M1 wires:
Supply wires on this layer in gray.
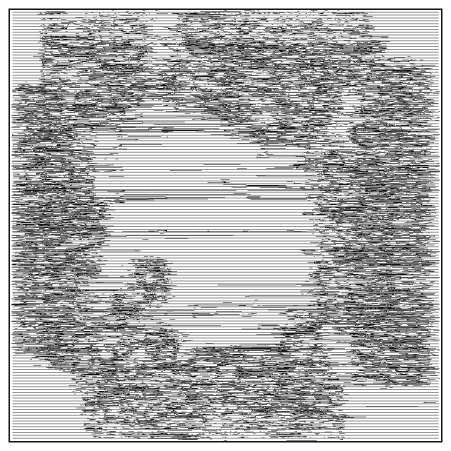
M2 wires:
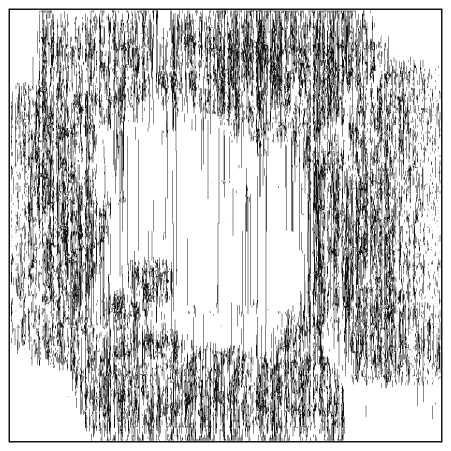
Signal wires on met3:
The bar under the picture is 100 um long.
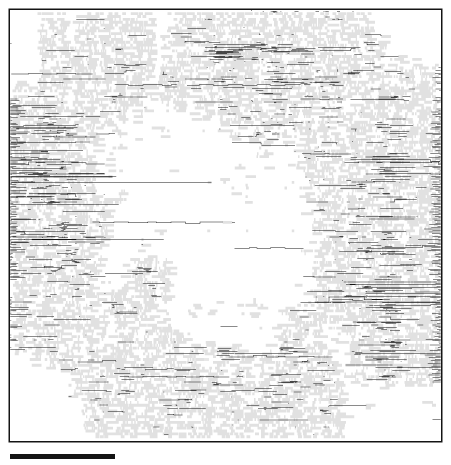
Signal wires on met4:
Supply wires on this layer in gray.
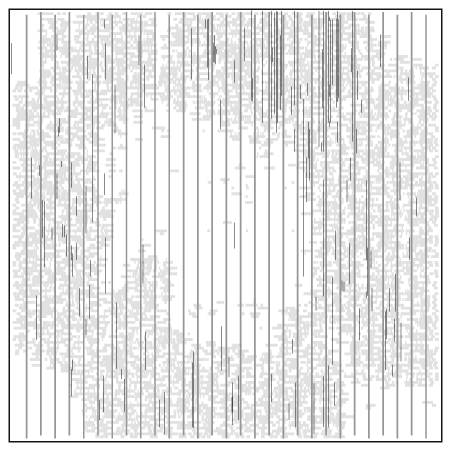
`config.mk`:
```
export PLATFORM = sky130hd
export DESIGN_NAME = work_receive
export DESIGN_NICKNAME = d
export VERILOG_FILES = /design/src/rtl/miner_pkg.sv /design/src/rtl/uart_rx_byte.sv /design/src/rtl/work_receive.sv
export SDC_FILE = /design/constraint.sdc
export NUM_CORES = 2
export LEC_CHECK = 0
export ABC_AREA = 1
export ABC_CLOCK_PERIOD_IN_PS = 2500
export CORE_MARGIN = 2
export CORE_UTILIZATION = 35
export CTS_CLUSTER_SIZE = 8
export DETAILED_ROUTE_END_ITERATION = 6
export GPL_ROUTABILITY_DRIVEN = 1
export SETUP_SLACK_MARGIN = 0.05
export SYNTH_ARGS = -nofsm -noshare
export SYNTH_HDL_FRONTEND = slang
export SYNTH_HIERARCHICAL = 1
export SYNTH_SLANG_ARGS = --single-unit
```
`constraint.sdc`:
```
create_clock -name clk -period 2.5 [get_ports clk]
set_clock_uncertainty 0.05 [all_clocks]
set_input_delay 0.25 -clock clk [delete_from_list [all_inputs] [get_ports clk]]
set_output_delay 0.25 -clock clk [all_outputs]
set_load 0.005 [all_outputs]
```
`src/rtl/miner_pkg.sv`:
```
// Shared miner-core definitions: work frame geometry, field offsets, rx FSM states.
package miner_pkg;

  localparam int WORK_BYTES = 84;
  localparam int WORK_BITS  = 8 * WORK_BYTES;

  // Field layout inside the assembled work word
  localparam int TARGET_MSB = 671;
  localparam int TARGET_LSB = 640;
  localparam int NONCE_MSB  = 639;
  localparam int NONCE_LSB  = 608;
  localparam int DATA_MSB   = 607;
  localparam int DATA_LSB   = 0;

  typedef enum logic [1:0] {
    RX_IDLE,
    RX_START,
    RX_DATA,
    RX_STOP
  } rx_state_t;

  // Clock cycles per serial bit, rounded to nearest
  function automatic int bit_cycles(input int clk_hz, input int baud);
    return (clk_hz + baud / 2) / baud;
  endfunction

endpackage

```
`src/rtl/uart_rx_byte.sv`:
```
// 8N1 byte receiver: 2-flop synchroniser, start/data/stop sampling FSM.
module uart_rx_byte
  import miner_pkg::*;
#(
  parameter int BIT_CYCLES = 868
) (
  input  logic       clk,
  input  logic       rst_n,
  input  logic       RxD,
  output logic [7:0] rx_byte,
  output logic       byte_strobe,
  output logic       stop_err,
  output logic       start_edge,
  output logic       in_idle,
  output logic       byte_active
);

  localparam int HALF = BIT_CYCLES / 2;
  localparam int TW   = $clog2(BIT_CYCLES + 1);

  logic            rx_s1, rxs, rxs_d;
  rx_state_t       state, state_nx;
  logic [TW-1:0]   tmr, tmr_nx;
  logic [2:0]      bit_idx, bit_idx_nx;
  logic [7:0]      sh, sh_nx;
  logic            strobe_nx, err_nx;

  // A start is only recognised on a 1->0 transition, so after a bad stop
  // bit the line must return high before the next byte can begin.
  assign start_edge  = (state == RX_IDLE) && rxs_d && !rxs;
  assign in_idle     = (state == RX_IDLE);
  assign byte_active = (state == RX_DATA) || (state == RX_STOP);
  assign rx_byte     = sh;

  // Synchroniser, state and datapath registers
  always_ff @(posedge clk or negedge rst_n) begin
    if (!rst_n) begin
      rx_s1       <= 1'b1;
      rxs         <= 1'b1;
      rxs_d       <= 1'b1;
      state       <= RX_IDLE;
      tmr         <= '0;
      bit_idx     <= '0;
      sh          <= '0;
      byte_strobe <= 1'b0;
      stop_err    <= 1'b0;
    end else begin
      rx_s1       <= RxD;
      rxs         <= rx_s1;
      rxs_d       <= rxs;
      state       <= state_nx;
      tmr         <= tmr_nx;
      bit_idx     <= bit_idx_nx;
      sh          <= sh_nx;
      byte_strobe <= strobe_nx;
      stop_err    <= err_nx;
    end
  end

  // Next-state: half-bit wait to centre on the start bit, then full-bit steps
  always_comb begin
    state_nx   = state;
    tmr_nx     = tmr;
    bit_idx_nx = bit_idx;
    sh_nx      = sh;
    strobe_nx  = 1'b0;
    err_nx     = 1'b0;
    case (state)
      RX_IDLE: begin
        if (start_edge) begin
          state_nx = RX_START;
          tmr_nx   = TW'(HALF - 1);
        end
      end
      RX_START: begin
        if (tmr != '0)  tmr_nx = tmr - 1'b1;
        else if (rxs)   state_nx = RX_IDLE;   // glitch, silently ignored
        else begin
          state_nx   = RX_DATA;
          tmr_nx     = TW'(BIT_CYCLES - 1);
          bit_idx_nx = '0;
        end
      end
      RX_DATA: begin
        if (tmr != '0) tmr_nx = tmr - 1'b1;
        else begin
          sh_nx  = {rxs, sh[7:1]};
          tmr_nx = TW'(BIT_CYCLES - 1);
          if (bit_idx == 3'd7) state_nx = RX_STOP;
          else                 bit_idx_nx = bit_idx + 1'b1;
        end
      end
      RX_STOP: begin
        if (tmr != '0) tmr_nx = tmr - 1'b1;
        else begin
          state_nx = RX_IDLE;
          if (rxs) strobe_nx = 1'b1;
          else     err_nx    = 1'b1;
        end
      end
      default: state_nx = RX_IDLE;
    endcase
  end

endmodule

```
`src/rtl/work_receive.sv`:
```
// Work assembler: collects num_bytes UART bytes into one work word, with
// stop-bit and inter-byte gap guarding so partial frames never reach the core.
module work_receive
  import miner_pkg::*;
#(
  parameter int comm_clk_frequency = 100_000_000,
  parameter int baud_rate          = 115_200,
  parameter int num_bytes          = WORK_BYTES,
  parameter int gap_bits           = 64
) (
  input  logic                   clk,
  input  logic                   rst_n,
  input  logic                   RxD,
  output logic [8*num_bytes-1:0] work_data,
  output logic                   work_valid,
  output logic                   frame_err,
  output logic                   rx_busy
);

  localparam int BIT_CYCLES = bit_cycles(comm_clk_frequency, baud_rate);
  localparam int GAP_LIMIT  = gap_bits * BIT_CYCLES;
  localparam int GW         = $clog2(GAP_LIMIT + 1);
  localparam int CW         = $clog2(num_bytes + 1);
  localparam int NB         = 8 * num_bytes;

  logic [7:0]    rx_byte;
  logic          byte_strobe, stop_err, start_edge, in_idle, byte_active;
  logic [NB-1:0] shreg;
  logic [CW-1:0] byte_cnt;
  logic [GW-1:0] gap_cnt;
  logic          gap_hit;

  uart_rx_byte #(.BIT_CYCLES(BIT_CYCLES)) u_rx (
    .clk         (clk),
    .rst_n       (rst_n),
    .RxD         (RxD),
    .rx_byte     (rx_byte),
    .byte_strobe (byte_strobe),
    .stop_err    (stop_err),
    .start_edge  (start_edge),
    .in_idle     (in_idle),
    .byte_active (byte_active)
  );

  // Timeout fires on the cycle the idle count would reach the limit; it is
  // checked ahead of the start edge so a coinciding new byte starts frame byte 0.
  assign gap_hit = in_idle && (byte_cnt != '0) && (gap_cnt == GW'(GAP_LIMIT - 1));
  assign rx_busy = (byte_cnt != '0) || byte_active;

  // Byte counting, gap timing, assembly and whole-frame publish
  always_ff @(posedge clk or negedge rst_n) begin
    if (!rst_n) begin
      shreg      <= '0;
      byte_cnt   <= '0;
      gap_cnt    <= '0;
      work_data  <= '0;
      work_valid <= 1'b0;
      frame_err  <= 1'b0;
    end else begin
      work_valid <= 1'b0;
      frame_err  <= 1'b0;
      if (stop_err || gap_hit) begin
        frame_err <= 1'b1;
        byte_cnt  <= '0;
        gap_cnt   <= '0;
      end else if (byte_strobe) begin
        shreg   <= {shreg[NB-9:0], rx_byte};
        gap_cnt <= '0;
        if (byte_cnt == CW'(num_bytes - 1)) begin
          work_data  <= {shreg[NB-9:0], rx_byte};
          work_valid <= 1'b1;
          byte_cnt   <= '0;
        end else begin
          byte_cnt <= byte_cnt + 1'b1;
        end
      end else if (start_edge) begin
        gap_cnt <= '0;
      end else if (in_idle && (byte_cnt != '0)) begin
        gap_cnt <= gap_cnt + 1'b1;
      end
    end
  end

endmodule

```
==> GITHUB_STEP_SUMMARY <==
### Yosys + OpenROAD results

| Metric | Value |
|---|---|
| Gpl congestion | 0.854 |
| Max reg flops | roughly 670 |
| Logic share of the area | 26.9% |
| Post-layout period usage | between 90 and 100% |
| FF-to-FF End | shreg[232] |
| Layout cell share with drive strength beyond 1 | 8.38% |
| Avg WL per Cell | between 20 and 25 um |
| Non-filler instance count after layout | 9192 |
| CLK BUF | 204 |
| R2R Setup Slk | ~0.13 ns |
| Initial antenna violation count | 0 |
| Slowest stage delay, CP | 0.37 ns |
| DP Wirelength | between 100000 and 150000 um |
| Setup crit end kind | primary output |
| RSZ-0062 raised after global routing | yes |
| Post-route ant nets | 0 |
| Most frequent cells in the layout | nand2_1 (2801), dfrtp_1 (1385), nand4_1 (1357) |
| Port bufs | 677 |
| Hold Crit Class | input port to asynchronous set/reset pin |
| Final Setup Violations | 0 |
| Yosys top cell by area | dfrtp_1 |
| Row count | around 150 |
| Post-Synth AOI/OAI Area | 0.373% |
| CTS clk-pin slew, worst paths | 0.05 ns |
| Fraction of cell area in non-clock buffers | 15.6% |
| Sequential cell area share | 46.5% |
| Simple-Gate Area Share | 34.1% |
| Non-clock inverter count | 58 |
| Crit path kind | flop to primary output |
| Worst EP required | 2.20 ns |
| Die area | between 0.15 and 0.2 mm2 |
| Area after DPL | 0.0675 mm2 |
| Cell area leaders | dfrtp_1 (60%), nand2_1 (18%), nand4_1 (15%) |
| Post-synth EDFFs | 0 |
| Finished Cell Area | 0.0748 mm2 |
| Crit path max-delay family | simple AND/OR/NAND/NOR gates |
| Core ar. | 0.164 mm2 |
| Most Crowded Layer GR | met2 |
| Overall Global Routing Usage | 21.5% |
| TAP cells | 2189 |
| Largest register by flop count | work_data |
| OpenROAD warning count | 54 |
| Postcts setup bufs | 4 |
| Mapped cell area | 0.0577 mm2 |
| Critical Path Start | byte_cnt[0] |
| Rel. slew slack | 49.6% |
| Synth Flop Type | dfrtp_1 |
| CTS H-tree depth | 4 |
| Post-synth seq share | 60.2% |
| Highest clock rate | ~410 MHz |
| Slowest CP cell | dfrtp_1 |
| # diodes | 1 |
| Largest net degree at the start of global routing | 134 |
| Final clock-cell share | 7.01% |
| Die Width | 410 um |
| Crit path buffers/inverters | 4 |
| Actual slew at the worst max-slew pin | 0.757 ns |
| Syn Inst Count | 6388 |
| FA/HA/MAJ Cells, Area Fraction | 0.238% |
| Max VDD drop | 0.667 mV |
| Hold buffers post-CTS | 2 |
| Critical path endpoint | rx_busy |
| Seq cells | roughly 1400 |
| CTS tree | built |
| WL final | 197000 um |
| Area share of the largest cell type after synthesis | roughly 60% |
| Combinational gates | 4340 |
| Worst hold margin | 0.0324 ns |
| Status | finished with violations |
| Root Driver | clkbuf_16 |
| Yosys cell count | 6388 |
| Fillers | 15600 |
| Drt first pass iters | 7 |
| DR DRC count | 7 |
| Lkg Pwr | 38.8 nW |
| Clock buffer count from CTS | between 150 and 200 |
| CTS max path bufs | 3 |
| Most numerous logic cell after layout | nand2_1 |
| Asr flop ratio synth | 100% |
| Top-count cell post-synth | nand2_1 |
| Arr. time, crit path | 2.12 ns |
| Biggest registers after layout | work_data x672, shreg x664, gap_cnt x16 |
| First-pass GRT wire length | between 200000 and 300000 um |
| Final hold violation count | 0 |
| Met1 Resource Use GR | between 30% and 40% |
| Xor/xnor share | less than 1% |
| Synth cell count leaders | nand2_1 (2802), dfrtp_1 (1386), nand4_1 (1357), buf_2 (284), clkbuf_1 (159) |
| Vias in the first global route | 46800 |
| Mux cell area share after synthesis | 0% |
| Reg-to-Reg Start | gap_cnt[1] |
| Detailed Route Iter0 Violations | 4923 |
| Largest cell class | registers |
| Ys flops | 1389 |
| Register area | 0.0348 mm2 |
| Dominant comb cell | simple AND/OR/NAND/NOR gates |
| Post-cts sizing count | 24 |
| Unique cell types | 34 |
| Remaining Overflow, GRT | 0 |
| Via density | 5.43 |
| Die extent in y | 410 um |
| Worst reg-to-reg path cell count | 14 |
| Met2 Track Usage GR | roughly a third |
| WP depth | 8 |
| Pwr Density | 647 mW/mm2 |
| Gate Area | 0.0201 mm2 |
| Placed insts | ~9000 |
| Buffers, non-clock | just under 1000 |
| Synth Area per Inst | about 9.0 um2 |
| Max FO, Critical Path | 2 |
| Yosys stat area | 0.0577 mm2 |
| Grt met3 use | 4.48% |
| Final nets | 6989 |
| Clock tree sinks | roughly 1400 |
| Floorplan Nets | 6402 |
| Core Density at Floorplan | 35.1% |
| Crit-path cells | inv_1 > ha_2 > inv_1 > nor2_1 > nand3_1 > buf_4 > or2_4 > buf_6 |
| Ports | 678 |
| Vias after detailed routing | 49900 |
| P&R area growth vs syn | 29.5% |
| Latency at later pin | approximately 0.83 ns |
| Critical Path Source Type | flop |
| # Max-Cap Violations | 0 |
| CP dominant cell by count | inv_1 |
| YS warnings | 6 |
| Final slew viol count | 0 |
| Min cycle time layout | 2.42 ns |
| Failing checks | DRC |
About 'M1 wires':
- share of all routed wire: 44%
- main direction: horizontal
- wire length on this layer: 87.1 mm

About 'M2 wires':
- nets with wire on the layer: 5423
- wire length on this layer: 91.0 mm

About 'signal wires on met3':
- nets with wire on the layer: 820
- longest straight run: 190 um
- wire length on this layer: 13700 um
- share of all routed wire: 7.0%
- main direction: horizontal

About 'signal wires on met4':
- wire length on this layer: 5400 um
- nets with wire on the layer: 84

-- routing by layer --
layer	routed length [um]	vias to the layer above	part of all wire [%]
met5	0	-	0
met4	5400	0	2.7
met3	13700	308	6.9
met2	91000	1824	46
met1	87100	25000	44
li1	-	22900	-
-- report_power, final --
group / switching, mW / internal (mW) / leakage (nW)
logic: 1.42 / 0.600 / 16.9
clock network: 9.83 / 13.7 / 2.54
registers: 0.116 / 22.6 / 19.4
total: 11.4 / 37.0 / 38.8
-- per-stage QoR --
stage	utilization, %	setup WS [ns]	power, mW	setup TNS [ns]
after detailed placement	41.0	0.0911	25.1	0
final	45.5	0.0763	48.4	0
after floorplan	-	0.703	24.2	0
after global routing	45.5	-0.0484	50.0	-0.0484
after global placement	41.0	0.121	25.1	0
after CTS	44.3	-0.0111	48.8	-0.0111
Power is estimated from default activity; no workload was simulated.
